[src/rtl/pump_pkg.sv]
// Shared types and limits for the pump soft-start driver.
package pump_pkg;

  typedef enum logic [1:0] {
    CH_OFF  = 2'd0,
    CH_RAMP = 2'd1,
    CH_HOLD = 2'd2,
    CH_TRIP = 2'd3
  } ch_state_e;

  localparam int NUM_CH_MAX = 8;

endpackage

[src/rtl/pump_ramp_channel.sv]
// One pump channel: target register, slew-limited applied duty, state machine and PWM compare.
module pump_ramp_channel
  import pump_pkg::*;
#(
  parameter int DUTY_W    = 8,
  parameter int RAMP_STEP = 4
) (
  input  logic              clk,
  input  logic              reset,
  input  logic              tick,
  input  logic              boundary,
  input  logic [DUTY_W-1:0] cnt,
  input  logic              load,
  input  logic [DUTY_W-1:0] target_in,
  input  logic              trip,
  input  logic              trip_release,
  output logic              pwm_out,
  output logic [DUTY_W-1:0] duty_actual,
  output logic              at_target
);

  localparam int              SW   = DUTY_W + 1;
  localparam logic [SW-1:0]   STEP = SW'(RAMP_STEP);

  ch_state_e         state_r, state_s;
  logic [DUTY_W-1:0] target_r, target_s;
  logic [DUTY_W-1:0] actual_r, actual_s;
  logic [DUTY_W-1:0] ramped_s;
  logic [SW-1:0]     diff_s;
  logic              at_target_r, at_target_s;
  logic              pwm_r;

  // Next duty one slew step toward the target; a gap smaller than the step lands exactly.
  always_comb begin
    diff_s   = '0;
    ramped_s = actual_r;
    if (target_r > actual_r) begin
      diff_s   = {1'b0, target_r - actual_r};
      ramped_s = (diff_s < STEP) ? target_r : actual_r + STEP[DUTY_W-1:0];
    end else if (target_r < actual_r) begin
      diff_s   = {1'b0, actual_r - target_r};
      ramped_s = (diff_s < STEP) ? target_r : actual_r - STEP[DUTY_W-1:0];
    end else begin
      diff_s   = '0;
      ramped_s = actual_r;
    end
  end

  // Channel state machine, duty update and at-target status.
  always_comb begin
    state_s  = state_r;
    actual_s = actual_r;
    target_s = load ? target_in : target_r;
    if (trip) begin
      state_s  = CH_TRIP;
      actual_s = '0;
    end else begin
      case (state_r)
        CH_OFF: begin
          if (target_r != actual_r) state_s = CH_RAMP;
          else                      state_s = CH_OFF;
        end
        CH_RAMP, CH_HOLD: begin
          if ((target_r == '0) && (actual_r == '0)) state_s = CH_OFF;
          else if (target_r == actual_r)            state_s = CH_HOLD;
          else                                      state_s = CH_RAMP;
        end
        CH_TRIP: begin
          if (trip_release) state_s = CH_OFF;
          else              state_s = CH_TRIP;
        end
        default: state_s = CH_OFF;
      endcase
      // Duty only moves on a period boundary so a PWM period is never cut short.
      if (state_r == CH_TRIP)       actual_s = '0;
      else if (tick && boundary)    actual_s = ramped_s;
      else                          actual_s = actual_r;
    end
    at_target_s = (actual_s == target_s) && (state_s != CH_TRIP);
  end

  // Channel registers.
  always_ff @(posedge clk) begin
    if (reset) begin
      state_r     <= CH_OFF;
      target_r    <= '0;
      actual_r    <= '0;
      at_target_r <= 1'b1;
      pwm_r       <= 1'b0;
    end else begin
      state_r     <= state_s;
      target_r    <= target_s;
      actual_r    <= actual_s;
      at_target_r <= at_target_s;
      pwm_r       <= (cnt < actual_r);
    end
  end

  assign pwm_out     = pwm_r;
  assign duty_actual = actual_r;
  assign at_target   = at_target_r;

endmodule

[src/rtl/pump_ramp_array.sv]
// N-channel soft-start pump driver: shared PWM timebase and dry-run latch feeding per-channel ramps.
module pump_ramp_array
  import pump_pkg::*;
#(
  parameter int                NUM_CH    = 2,
  parameter int                DUTY_W    = 8,
  parameter int                PWM_DIV   = 1,
  parameter int                RAMP_STEP = 4,
  parameter logic [NUM_CH-1:0] DRY_MASK  = {NUM_CH{1'b1}}
) (
  input  logic                     clk,
  input  logic                     reset,
  input  logic [NUM_CH*DUTY_W-1:0] duty_target,
  input  logic                     target_load,
  input  logic                     is_empty,
  input  logic                     fault_clear,
  output logic [NUM_CH-1:0]        pwm_out,
  output logic [NUM_CH*DUTY_W-1:0] duty_actual,
  output logic [NUM_CH-1:0]        at_target,
  output logic                     dry_fault
);

  localparam int                DIV_W    = (PWM_DIV > 1) ? $clog2(PWM_DIV) : 1;
  localparam logic [DIV_W-1:0]  DIV_LAST = DIV_W'(PWM_DIV - 1);
  localparam logic [DUTY_W-1:0] CNT_MAX  = DUTY_W'((2 ** DUTY_W) - 2);

  if ((NUM_CH < 1) || (NUM_CH > NUM_CH_MAX)) begin : g_bad_num_ch
    $error("pump_ramp_array: NUM_CH out of range");
  end

  logic [DIV_W-1:0]  div_r;
  logic [DUTY_W-1:0] cnt_r;
  logic              tick_s;
  logic              boundary_s;
  logic              release_s;
  logic              dry_fault_r;

  // Timebase decode and fault release qualifier.
  always_comb begin
    tick_s     = (div_r == DIV_LAST);
    boundary_s = tick_s && (cnt_r == CNT_MAX);
    release_s  = fault_clear && !is_empty;
  end

  // Tick prescaler and PWM period counter; the period is 2**DUTY_W-1 ticks.
  always_ff @(posedge clk) begin
    if (reset) begin
      div_r <= '0;
      cnt_r <= '0;
    end else if (tick_s) begin
      div_r <= '0;
      cnt_r <= (cnt_r == CNT_MAX) ? '0 : cnt_r + DUTY_W'(1);
    end else begin
      div_r <= div_r + DIV_W'(1);
      cnt_r <= cnt_r;
    end
  end

  // Dry-run latch: only a clear while the sensor reads wet releases it.
  always_ff @(posedge clk) begin
    if (reset) begin
      dry_fault_r <= 1'b0;
    end else if (is_empty && (|DRY_MASK)) begin
      dry_fault_r <= 1'b1;
    end else if (release_s) begin
      dry_fault_r <= 1'b0;
    end else begin
      dry_fault_r <= dry_fault_r;
    end
  end

  assign dry_fault = dry_fault_r;

  for (genvar i = 0; i < NUM_CH; i++) begin : g_ch
    pump_ramp_channel #(
      .DUTY_W    (DUTY_W),
      .RAMP_STEP (RAMP_STEP)
    ) u_ch (
      .clk          (clk),
      .reset        (reset),
      .tick         (tick_s),
      .boundary     (boundary_s),
      .cnt          (cnt_r),
      .load         (target_load),
      .target_in    (duty_target[i*DUTY_W +: DUTY_W]),
      .trip         (is_empty && DRY_MASK[i]),
      .trip_release (release_s),
      .pwm_out      (pwm_out[i]),
      .duty_actual  (duty_actual[i*DUTY_W +: DUTY_W]),
      .at_target    (at_target[i])
    );
  end

endmodule

[config.mk]
export PLATFORM = sky130hd
export DESIGN_NAME = pump_ramp_array
export DESIGN_NICKNAME = d
export VERILOG_FILES = /design/src/rtl/pump_pkg.sv /design/src/rtl/pump_ramp_channel.sv /design/src/rtl/pump_ramp_array.sv
export SDC_FILE = /design/constraint.sdc
export NUM_CORES = 1
export LEC_CHECK = 0
export ABC_AREA = 1
export ABC_CLOCK_PERIOD_IN_PS = 3400
export CELL_PAD_IN_SITES_DETAIL_PLACEMENT = 1
export CELL_PAD_IN_SITES_GLOBAL_PLACEMENT = 2
export CORE_ASPECT_RATIO = 1.75
export CORE_MARGIN = 2
export CORE_UTILIZATION = 32
export DETAILED_ROUTE_END_ITERATION = 16
export PLACE_DENSITY = 0.86
export SYNTH_ARGS = -nofsm -noshare
export SYNTH_HDL_FRONTEND = slang
export SYNTH_SLANG_ARGS = --single-unit
export TNS_END_PERCENT = 1
[constraint.sdc]
create_clock -name clk -period 3.4 [get_ports clk]
set_input_delay 0.68 -clock clk [delete_from_list [all_inputs] [get_ports clk]]
set_output_delay 0.68 -clock clk [all_outputs]
set_load 0.01 [all_outputs]
==> results.py, run 1 <==
# Metrics from the implementation run
metrics = {
    "run_status": {
        "outcome": "finished clean",
    },
    "route": {
        "routed_wl_um": 20950,
        "ant_nets": 0,
        "vias": 5914,
        "firstDrtPassIters": 4,
        "vias_per_cell": 5.025,
        "drtIter0Drc": 159,
        "wire_per_inst_um": 17.80,
        "route.detailed.drc": 0,
    },
    "clocking": {
        "path_clk_slew_ns": 0.07,
        "cts_sinks": 50,
        "cts_tree": "done",
        "postCtsHoldBufs": 0,
        "cts-root-buf": "clkbuf_16",
        "cts_buffer_depth": 2,
        "cts_resized": 0,
        "post_cts_buffers": 0,
        "h-tree-depth": 2,
        "insertion_delay_ns": 0.30,
        "cts_made_buffers": 5,
    },
    "global_route": {
        "grt_antenna_before_repair": 0,
        "grt_first_pass_wirelength_um": 32860,
        "grtUsageTotal_pct": 24.34,
        "grt_pass1_vias": 6286,
        "grt_overflow_total": 0,
        "grt_max_degree": 42,
    },
    "synth": {
        "synth_seq_share_pct": 18.78,
        "synth.distinct_cells": 45,
        "synth_area_sq_mm": 0.005330,
        "ys.flops": 50,
        "area_leaders": "dfxtp_1, nand2_1, ha_1",
        "top_area_share_pct": 18.78,
        "ys_area_sq_mm": 0.005330,
        "edf_count": 0,
        "netlist_instances": 889,
        "ys_async_sr_fraction_pct": 0,
        "ys.flop_type": "dfxtp_1",
        "yosys_cells": 889,
        "yosysMostFrequentCell": "nand2_1",
        "avgSynthCellArea_sq_um": 5.996,
        "yosysWarningCount": 0,
        "synth_area_leader_cell": "dfxtp_1",
        "fp_nets": 966,
        "synthTopCellsByCount": "nand2_1, inv_1, nand3_1",
    },
    "final_layout": {
        "bufAreaShareNonClock_pct": 11.05,
        "clkCellAreaFrac_pct": 2.249,
        "inv_count": 138,
        "utilization_pct": 38.76,
        "logic_gates": 679,
        "logic_area_sq_mm": 0.003696,
        "largestClassByArea": "logic gates",
        "fill_cells": 2233,
        "final_nets": 1029,
        "comb_share_pct": 58.26,
        "drive_above_1_share_pct": 8.814,
        "seq_share_pct": 15.78,
        "syn_to_final_growth_pct": 19.01,
        "signal_buffers": 78,
        "flop_area_sq_mm": 0.001001,
        "n_antenna_cell": 0,
        "seq_cells": 50,
        "n_clock_buffer": 6,
    },
    "final_timing": {
        "min_period_over_period_pct": 89.18,
        "setup_viol": 0,
        "fin_crit_ns": 3.032,
        "rsz0062_at_grt": "no",
        "fin_tns_setup_ns": 0,
        "slew-limit-headroom_pct": 58.27,
        "drv_slew": 0,
        "tightest_slew_ns": 0.6231,
        "clock_skew_ns": 0.004938,
        "hold_viol": 0,
        "fmax_mhz": 329.8,
    },
    "worst_setup_path": {
        "rrSetupSlack_ns": 0.37,
        "endpoint": "g_ch[0].u_ch.at_target",
        "rr_startpoint": "g_ch[0].u_ch.duty_actual[7]",
        "cp-startpoint": "g_ch[0].u_ch.duty_actual[7]",
        "path_class": "reg -> reg",
        "required_ns": 3.63,
        "start_kind": "register",
        "worst-path-max-fanout": 6,
        "arrival_ns": 3.27,
        "ff2ff_path_depth": 19,
        "end_kind": "register",
        "r2r_end": "g_ch[0].u_ch.at_target",
    },
    "placed_design": {
        "gp_congestion": 0.9103,
        "port_buffers": 41,
        "place_hpwl_um": 17640,
    },
    "pwr": {
        "p_total_w": 0.001834,
        "p_leak_nw": 3.225,
        "power_density_mw_per_mm2": 289.1,
        "vdd_ir_drop_max_v": 0.0002156,
    },
    "worst_hold_path": {
        "worstHoldEndpoint": "dry_fault",
        "holdPathStages": 2,
        "min_from": "dry_fault",
        "holdCritPathClass": "reg -> reg",
    },
    "floorplan": {
        "fp.dieW_um": 101.6,
        "tapCellCount": 224,
        "core_sq_mm": 0.01637,
        "fp_util_pct": 32.56,
        "ios": 42,
        "die_height_um": 174.7,
        "rows": 62,
        "chipArea_sq_mm": 0.01775,
    },
    "job": {
        "warnings": 47,
        "maxCapViolCount": 0,
    },
}
==> run 1: per-layer routing <==
metal | wire, um | part of all wire [%] | track usage, %
met5 | 0 | 0 | 0
met4 | 1170 | 5.6 | 13.51
met3 | 279 | 1.3 | 1.520
met2 | 12390 | 59 | 50.22
met1 | 7117 | 34 | 21.91
==> run 1: report_power, final <==
part	switching (W)	internal [W]
combinational	0.000438	0.000240
sequential	0.0000290	0.000609
clock	0.000243	0.000274
==> run 1: through the flow <==
| stage | setup WS (ns) | std cells | instance area (sq um) | hold slack [ns] |
|---|---|---|---|---|
| 6_report | 0.3679 | 1177 | 6344 | 0.4992 |
| 5_1_grt | 0.06176 | 1177 | 6344 | 0.5475 |
| 4_1_cts | 0.3338 | 1177 | 6344 | 0.5018 |
| 3_5_place_dp | 0.3931 | 1169 | 6201 | 0.4824 |
| 3_3_place_gp | 0.4320 | 1169 | 6201 | 0.4766 |
| 2_1_floorplan | 0.7348 | 889 | 5330 | 0.4742 |
==> run 1: layout by cell type (no fill, tap or decap), types with 2 or more instances in the layout <==
| master | n |
|---|---|
| nand2_1 | 263 |
| a31oi_1 | 2 |
| clkdlybuf4s50_1 | 41 |
| buf_4 | 36 |
| nor4_1 | 2 |
| o21ai_0 | 16 |
| clkbuf_16 | 5 |
| or2_2 | 2 |
| a21oi_1 | 45 |
| inv_4 | 2 |
| nand3b_1 | 8 |
| nor2_1 | 80 |
| nand4_1 | 23 |
| dfxtp_1 | 50 |
| o21ai_1 | 5 |
| o211ai_1 | 2 |
| ha_1 | 56 |
| nand3_2 | 4 |
| xor2_1 | 16 |
| inv_1 | 131 |
| nor3_1 | 6 |
| o21a_1 | 2 |
| inv_2 | 4 |
| a211oi_1 | 3 |
| nor2_4 | 7 |
| nor2_2 | 4 |
| nand3_1 | 102 |
| or2_1 | 3 |
| a21oi_2 | 2 |
| o21bai_1 | 2 |
| nand2_2 | 10 |
| a21o_1 | 2 |
| a21boi_0 | 2 |
==> run 1: critical path: stages, from the launching register on <==
cell      delay (ns)
dfxtp_1         0.39
inv_1           0.18
ha_1            0.44
nand2_1         0.16
nor2_1          0.19
nand4_1         0.31
clkinv_1        0.23
nor2_8          0.07
inv_1           0.08
buf_4           0.13
nand3_1         0.08
nand2_1         0.06
nand2_1         0.07
nand2_1         0.09
nand2_1         0.06
nand2_1         0.10
nand2_1         0.07
nor2_2          0.09
nand2_1         0.07
o21bai_2        0.10
==> run 1: cell families (layout without fill, tap and decap cells) <==
logic type                 Yosys count  count (layout)  synth area share (%)
buffers and inverters              160             224                 11.88
and+or+nand+nor                    516             516                 43.40
xor gates and xnor gates            17              17                 2.793
DFF                                 50              50                 18.78
other                                1               1               0.07035
AOI/OAI and AO/OA                   89              89                 9.929
adders and majority gates           56              56                 13.15
==> run 1: registers in the layout, indices dropped and copies added (netlist names) <==
name and flops:
cnt_r 8, g_ch.u_ch.pwm_out 2, dry_fault 1, div_r 1, g_ch.u_ch.duty_actual 16, g_ch.u_ch.target_r 16, g_ch.u_ch.state_r 4, g_ch.u_ch.at_target 2
Fig. 1: run 1, routed clock nets over the placement
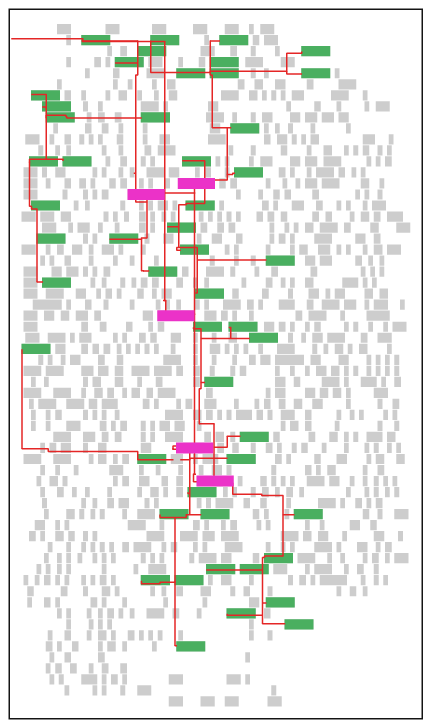
[clock wires] red | length: 873 um
[clock drivers] magenta | count: 5
[flip-flops] green | count: 50
routed clock nets: 6

Fig. 2: run 1, metal layers overlaid
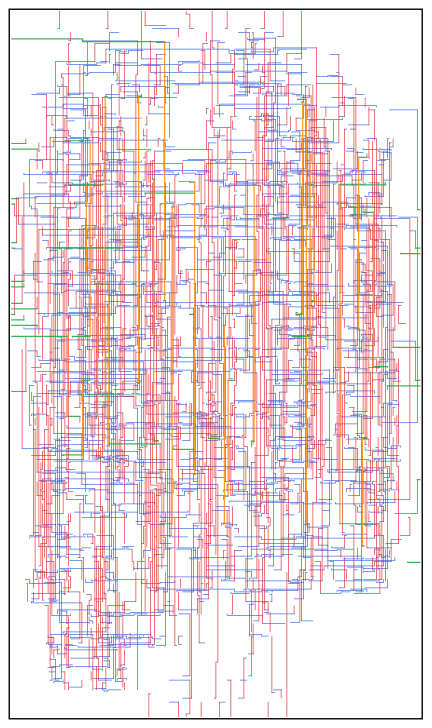
[metal 1] blue | wire length: 7120 um
[metal 4] orange | wire length: 1170 um
[metal 2] red | wire length: 12400 um
[metal 3] green | wire length: 280 um

Fig. 3: run 1, floorplan with the power grid
The bar under the picture is 20 um long. Pins as bars on the die edge. Tap cells in grey.
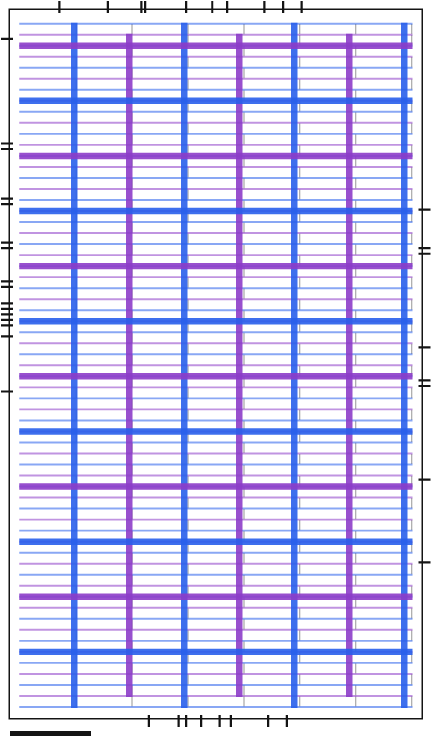
[VDD] purple
[VSS] blue
signal pins: 42
met1 rails: 63
tap cells: 224

Fig. 4: run 1, placed cells, one colour a class
The bar under the picture is 20 um long.
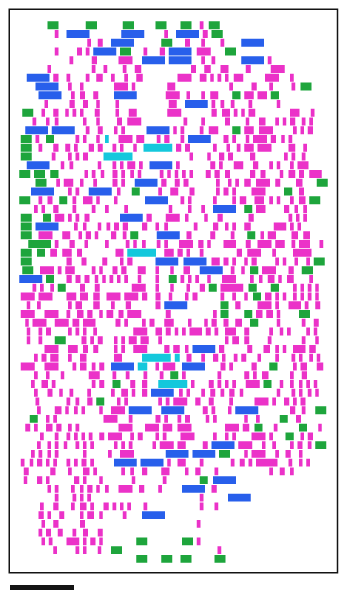
[remaining buffers and delay cells] green | cells: 78 | share of their area: 12%
[clock drivers and dummy loads] cyan | cells: 8 | share of their area: 2.4%
[sequential cells] blue | cells: 50 | share of their area: 17%
[combinational and other logic] magenta | cells: 817 | share of their area: 70%

--- run 2 (diff from run 1) ---
--- a/config.mk
+++ b/config.mk
@@ -6,7 +6,7 @@
 export NUM_CORES = 1
 export LEC_CHECK = 0
 export ABC_AREA = 1
-export ABC_CLOCK_PERIOD_IN_PS = 3400
+export ABC_CLOCK_PERIOD_IN_PS = 3300
 export CELL_PAD_IN_SITES_DETAIL_PLACEMENT = 1
 export CELL_PAD_IN_SITES_GLOBAL_PLACEMENT = 2
 export CORE_ASPECT_RATIO = 1.75
==> constraint.sdc (replaced) <==
create_clock -name clk -period 3.3 [get_ports clk]
set_input_delay 0.66 -clock clk [delete_from_list [all_inputs] [get_ports clk]]
set_output_delay 0.66 -clock clk [all_outputs]
set_load 0.01 [all_outputs]
Fig. 5: run 2, floorplan with the power grid
The bar under the picture is 20 um long. Pins as bars on the die edge. Tap cells in grey.
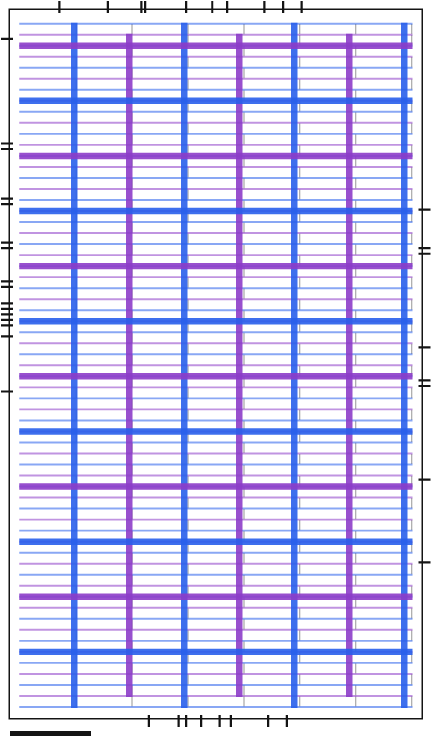
[VSS] blue
[VDD] purple
met4 straps: 7
met1 rails: 63
tap cells: 224

Fig. 6: run 2, routed clock nets over the placement
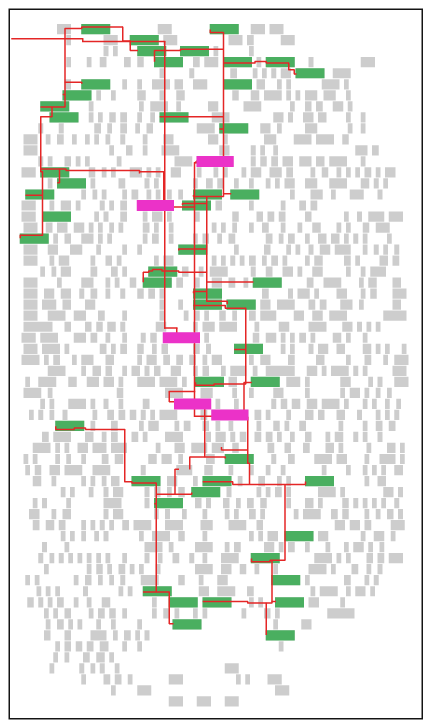
[flip-flops] green | count: 50
[clock drivers] magenta | count: 5
[clock wires] red | length: 848 um
routed clock nets: 6

==> run 2 against run 1 <==
Clock skew grew 0.0029 ns. Non-clock buffer count grew 15. Clock-buffer cell count shrank 1. Clock power grew 8.3%. Cell count grew 1.3%. Fmax grew 2.8%. Critical path depth grew 2. Sequential power grew 3%. Largest cell class unchanged.
==> results.py, run 2 <==
# Metrics from the implementation run
metrics = {
    "clocking": {
        "insertion_delay_ns": 0.30,
        "cts-root-buf": "clkbuf_16",
        "cts_buffer_depth": 2,
        "cts_sinks": 50,
        "cts_made_buffers": 5,
        "path_clk_slew_ns": 0.08,
        "h-tree-depth": 2,
        "cts_resized": 0,
        "postCtsHoldBufs": 0,
        "post_cts_buffers": 0,
        "cts_tree": "done",
    },
    "global_route": {
        "grt_first_pass_wirelength_um": 33040,
        "grt_overflow_total": 0,
        "grt_max_degree": 42,
        "grt_pass1_vias": 6386,
        "grt_antenna_before_repair": 0,
        "grtUsageTotal_pct": 24.49,
    },
    "final_layout": {
        "lay_top_count": "nand2_1",
        "final_cell_mix": "nand2_1, inv_1, nand3_1",
        "utilization_pct": 39.51,
        "drive_above_1_share_pct": 10.33,
        "final_nets": 1044,
        "syn_to_final_growth_pct": 21.34,
    },
    "pwr": {
        "p_seq_share_pct": 34.0,
        "p_total_w": 0.001929,
        "pwr-share-clk_pct": 29.1,
        "p_leak_nw": 3.301,
        "switching_share_pct": 38.87,
        "p_sw_w": 0.0007498,
        "combPwrFrac_pct": 36.9,
        "intPower_w": 0.001179,
        "vdd_ir_drop_max_v": 0.0002365,
    },
    "floorplan": {
        "rows": 62,
        "ios": 42,
        "chipArea_sq_mm": 0.01775,
        "core_sq_mm": 0.01637,
        "fp.dieW_um": 101.6,
        "die_height_um": 174.7,
    },
    "worst_setup_path": {
        "ff2ff_path_depth": 21,
        "worst-path-max-fanout": 10,
        "required_ns": 3.50,
        "end_kind": "register",
        "rr_startpoint": "g_ch[1].u_ch.duty_actual[7]",
        "endpoint": "g_ch[1].u_ch.at_target",
        "r2r_end": "g_ch[1].u_ch.at_target",
        "rrSetupSlack_ns": 0.35,
        "path_class": "reg -> reg",
        "start_kind": "register",
        "arrival_ns": 3.15,
        "cp-startpoint": "g_ch[1].u_ch.duty_actual[7]",
    },
    "synth": {
        "netlist_instances": 889,
        "synth.distinct_cells": 45,
        "ys.flops": 50,
        "ys_sh_xor_pct": 2.793,
        "area_leaders": "dfxtp_1, nand2_1, ha_1",
        "ys_top_logic_family": "simple AND/OR/NAND/NOR gates",
        "synth_seq_share_pct": 18.78,
        "synth_area_leader_cell": "dfxtp_1",
        "fp_nets": 966,
        "ys_async_sr_fraction_pct": 0,
        "ys_sh_mux_pct": 0,
        "avgSynthCellArea_sq_um": 5.996,
        "top_area_share_pct": 18.78,
        "synthSimpleGateAreaFrac_pct": 43.40,
        "edf_count": 0,
        "adder_share_pct": 13.15,
        "yosysMostFrequentCell": "nand2_1",
        "ys_sh_aoi_pct": 9.930,
        "ys_area_sq_mm": 0.005330,
        "synth_area_sq_mm": 0.005330,
        "yosys_cells": 889,
        "yosysWarningCount": 0,
        "ys.flop_type": "dfxtp_1",
        "synthTopCellsByCount": "nand2_1, inv_1, nand3_1",
    },
    "worst_hold_path": {
        "min_from": "dry_fault",
        "holdCritPathClass": "reg -> reg",
        "holdPathStages": 2,
    },
    "route": {
        "wire_per_inst_um": 17.62,
        "vias_per_cell": 5.025,
        "drtIter0Drc": 135,
        "route.detailed.drc": 0,
        "ant_nets": 0,
        "vias": 5990,
        "firstDrtPassIters": 6,
    },
    "job": {
        "warnings": 47,
        "maxCapViolCount": 0,
    },
    "final_timing": {
        "min_period_over_period_pct": 89.35,
        "slew-limit-headroom_pct": 55.27,
        "rsz0062_at_grt": "no",
        "drv_slew": 0,
        "setup_viol": 0,
        "fin_tns_setup_ns": 0,
        "fmax_mhz": 339.1,
        "fin_crit_ns": 2.949,
        "tightest_slew_ns": 0.6679,
        "hold_viol": 0,
        "clock_skew_ns": 0.007887,
    },
    "placed_design": {
        "place_hpwl_um": 17740,
        "port_buffers": 41,
        "gp_congestion": 0.9260,
    },
    "run_status": {
        "outcome": "finished clean",
    },
}
==> run 2: cell types whose count changed in the layout (fill, tap and decap cells not counted), sizes merged <==
cell	previous run	this run
buf	37	52
clkbuf	6	5
inv	137	138
==> run 2: how the worst min path moves through the flow <==
stage,end,slack (ns)
after floorplan,cnt_r[7],0.47
after global placement,dry_fault,0.48
after detailed placement,dry_fault,0.49
after CTS,dry_fault,0.51
after global routing,dry_fault,0.55
final,dry_fault,0.51
==> run 2: critical path, stage by stage (launching register included) <==
cell and delay [ns]:
dfxtp_1 0.40, inv_1 0.20, ha_1 0.47, nand2_1 0.10
inv_1 0.06, nand2_1 0.07, inv_1 0.05, nand2_1 0.06
nand2_2 0.16, inv_4 0.09, nor2_4 0.14, nand3_2 0.20
nand2_1 0.17, nand2_1 0.06, nand3_1 0.10, nand2_1 0.10
nand2_1 0.10, nand2_1 0.06, nand2_1 0.07, nor2_1 0.04
nand3_1 0.07, nand2_1 0.04
==> run 2: per-stage QoR <==
| stage | cell area (sq um) | std cells | hold slack (ns) | worst slack [ns] |
|---|---|---|---|---|
| floorplan | 5330 | 889 | 0.4742 | 0.6348 |
| global placement | 6314 | 1184 | 0.4797 | 0.3697 |
| detailed placement | 6314 | 1184 | 0.4911 | 0.3347 |
| CTS | 6467 | 1192 | 0.5109 | 0.3251 |
| global route | 6467 | 1192 | 0.5518 | 0.02426 |
| finish | 6467 | 1192 | 0.5059 | 0.3513 |
==> run 2: area by class of cell <==
cell class	instances	area, sq um
inverters	138	523.0
flip-flops and latches	50	1001
repair buffers	93	813.3
well taps	224	280.3
clock inverters	3	28.78
fillers	2217	9901
clock buffers	5	125.1
multi-input cells	679	3696
==> run 2: layer usage <==
| metal | GRT usage (%) | vias to the layer above | wire [um] |
|---|---|---|---|
| met2 | 50.27 | 112 | 12310 |
| met1 | 22.10 | 2828 | 6975 |
| met4 | 14.36 | 0 | 1402 |
| met5 | 0 | - | 0 |
| li1 | - | 2989 | - |
| met3 | 1.280 | 61 | 317 |
==> run 2: logic make-up (layout without fill, tap and decap cells) <==
kind of cell | count (synthesis) | after routing
compound gates | 89 | 89
fa+ha+maj | 56 | 56
other cells | 1 | 1
flops | 50 | 50
buf+inv | 160 | 239
xor+xnor | 17 | 17
simple gates | 516 | 516
==> run 2: power groups by stage <==
stage                     registers (W)  logic, W  clock network (W)
after floorplan                0.000658  0.000476                  0
after global placement         0.000670  0.000706                  0
after detailed placement       0.000671  0.000715                  0
after CTS                      0.000656  0.000719           0.000580
after global routing           0.000659  0.000799           0.000592
final                          0.000656  0.000712           0.000561
Power figures rest on the tool's default switching activity, not on a simulated workload.
